Fig. 1: M3 wires
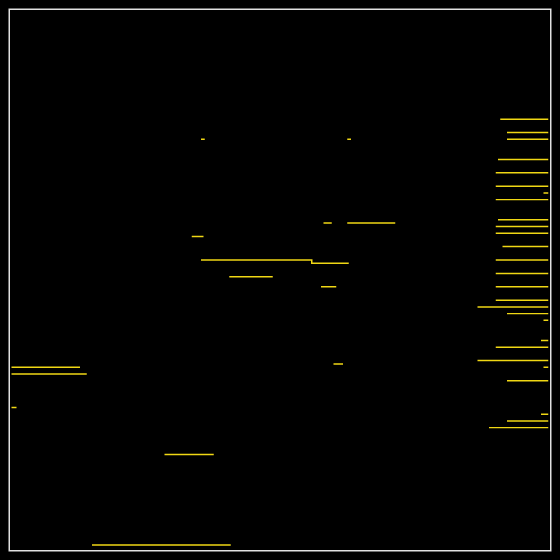
Fig. 2: congestion heat map
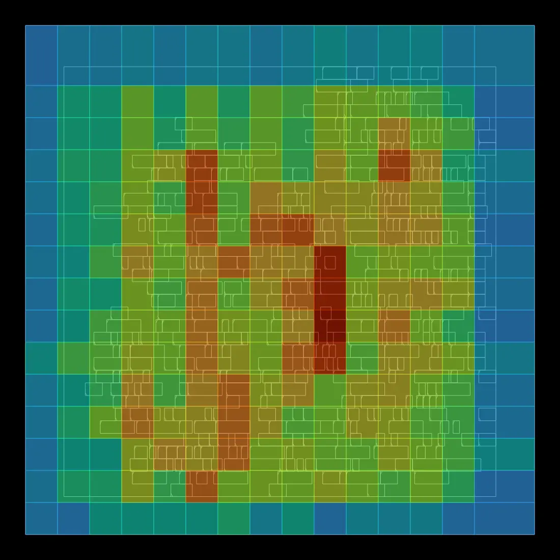
Fig. 3: logic cells by family
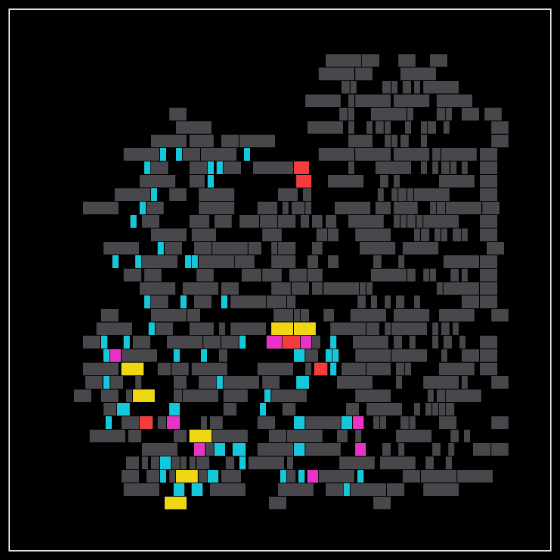
Design ika3012_sodec, sky130hd; sources not shown.
==> results.cfg <==
; implementation run metrics
[power]
p_total_mw = 2.51
p_per_area_nw_per_um2 = 602
netSwitchingFraction_pct = 26.4
pwr-share-clk_pct = 33.1
ir_drop_mv = 0.269
combPwrFrac_pct = 10.5
power.internal_mw = 1.85
power_switching_uw = 661
p_seq_share_pct = 56.4

[setup_path]
path_buffers = 1
end_kind = register
path_depth = 5
cp.required_ps = 2950
critPathLaunchType = register
worst_path_largest_cell_delay_ps = 590
worstRegToRegCells = 5
crit_top_cell = mux2_2
path_max_fanout = 15
path_cells = inv_2 -> ha_1 -> mux2_2 -> mux2_2 -> a22o_1
critPathSlowestCell = ha_1
reg2reg_setup_slack_ps = 670
critical_path.top_delay_family = multiplexers

[floorplanning]
core_um2 = 8590
die_h_um = 110
die_width_um = 110
num_rows = 34
die_area_um2 = 12000
fp_util_pct = 40.7
pin_count = 42

[yosys]
yosysWarningCount = 0
synth_chip_area_um2 = 3500
synth_nets = 390
synth-main-ff-cell = dfxtp_1
synth_top_cell_by_area = dfxtp_1
ys_cells = 377
top_cell = dfxtp_1
synthAdderAreaFrac_pct = 2.50
simple_gate_area_share_pct = 17.2
mux_share_pct = 13.6
top_area_share_pct = 52.1
synthCells = 377
synthAoiAreaFrac_pct = 10.3
synthDistinctLibCells = 36
edf_count = 0
ys.flops = 91
postSynthSeqShare_pct = 52.1
area_leaders = dfxtp_1 52%, mux2i_1 9.7%, nand2_1 7.6%, a21oi_1 5.6%, nor2_1 4.3%
logic_family = simple AND/OR/NAND/NOR gates
netlist_top_cells_count = 91 x dfxtp_1, 71 x nand2_1, 40 x nor2_1, 39 x a21oi_1, 34 x mux2i_1

[timing]
tns_ps = 0
rsz0062_at_grt = false
fin_hold_ws_ps = 438
worst_slew_pin_slew_ps = 687
period_used_pct = 75.0
setup_ws_ps = 675
finalSetupViolCount = 0
skew_ps = 8.56
layout_min_cycle_time_ps = 2030
hold_viol = 0
drv_slew = 0
timing.slew.headroom_pct = 54.2

[detailed_routing]
met1_length_um = 3340
drt-total-wl_um = 6960
detail_route.wl_per_cell_um = 13.2
top_layer_used = met4
first_pass_iters = 4
met2_length_um = 3150
ant_nets = 0
wl_met3_um = 349
first_iter_violations = 64

[clock_tree]
path_clk_slew_ps = 90
cts_buffers = 9
insertion_delay_ps = 350
h-tree-depth = 3
cts_sinks = 91
cts_tree = built

[placement]
dpl_cell_area_um2 = 3980
dpl.hpwl_um = 4880
gp_congestion = 0.787
place_inst = 510
pre_cts_ws_ps = 406

[global_routing]
grt_busiest_layer = met2
grt_pass1_wl_um = 11400
first_global_vias = 2414
grt_antenna_before_repair = 0
met2_usage_pct = 19.2
grt-ovfl-total = 0

[layout]
antenna_cells = 0
area_growth_syn_to_layout_pct = 19.0
final_area_um2 = 4160
final_cell_mix = 91 x dfxtp_1, 71 x nand2_1, 41 x clkdlybuf4s50_1
fillCellCount = 845
layout-drive-gt1-share_pct = 8.85
final_cells = 526

[flow_run]
tool_warnings = 29
cap_violations = 0

[min_path]
hold_path_class = register to register
holdPathStages = 2

[run_status]
outcome = finished clean
About Fig. 1:
- wire length on this layer: 349 um
- longest straight run: 27.8 um
- share of all routed wire: 5.0%
GR Util met3: 2.64%
via count: 2550

About Fig. 2:
met1 Track Usage GR: 14.7%
Layout Utilization: 48.4%

About Fig. 3:
- yellow: adder and majority cells (cells 7)
- magenta: AND and OR gates (cells 8; where bottom middle)
- cyan: NOR gates (cells 53)
- red: AND-OR and OR-AND gates (cells 5)
most numerous logic cell after layout: dfxtp_1
Comb/total area: 36.7%

-- cell type report --
| type | count | area [um^2] | share of cell area [%] |
|---|---|---|---|
| Tap cell | 108 | 135 | 3.25 |
| Inverter | 8 | 30.0 | 0.721 |
| Multi-Input combinational cell | 254 | 1530 | 36.7 |
| Timing Repair Buffer | 49 | 470 | 11.3 |
| Clock inverter | 6 | 51.3 | 1.23 |
| Clock buffer | 10 | 128 | 3.07 |
| Sequential cell | 91 | 1820 | 43.8 |
-- power groups by stage --
stage               clock, mW  combinational [mW]  sequential, mW
global route            0.915               0.296            1.42
detailed placement          0               0.256            1.44
finish                  0.830               0.263            1.42
global placement            0               0.250            1.44
floorplan                   0               0.206            1.44
CTS                     0.862               0.263            1.41
Power figures rest on the tool's default switching activity, not on a simulated workload.
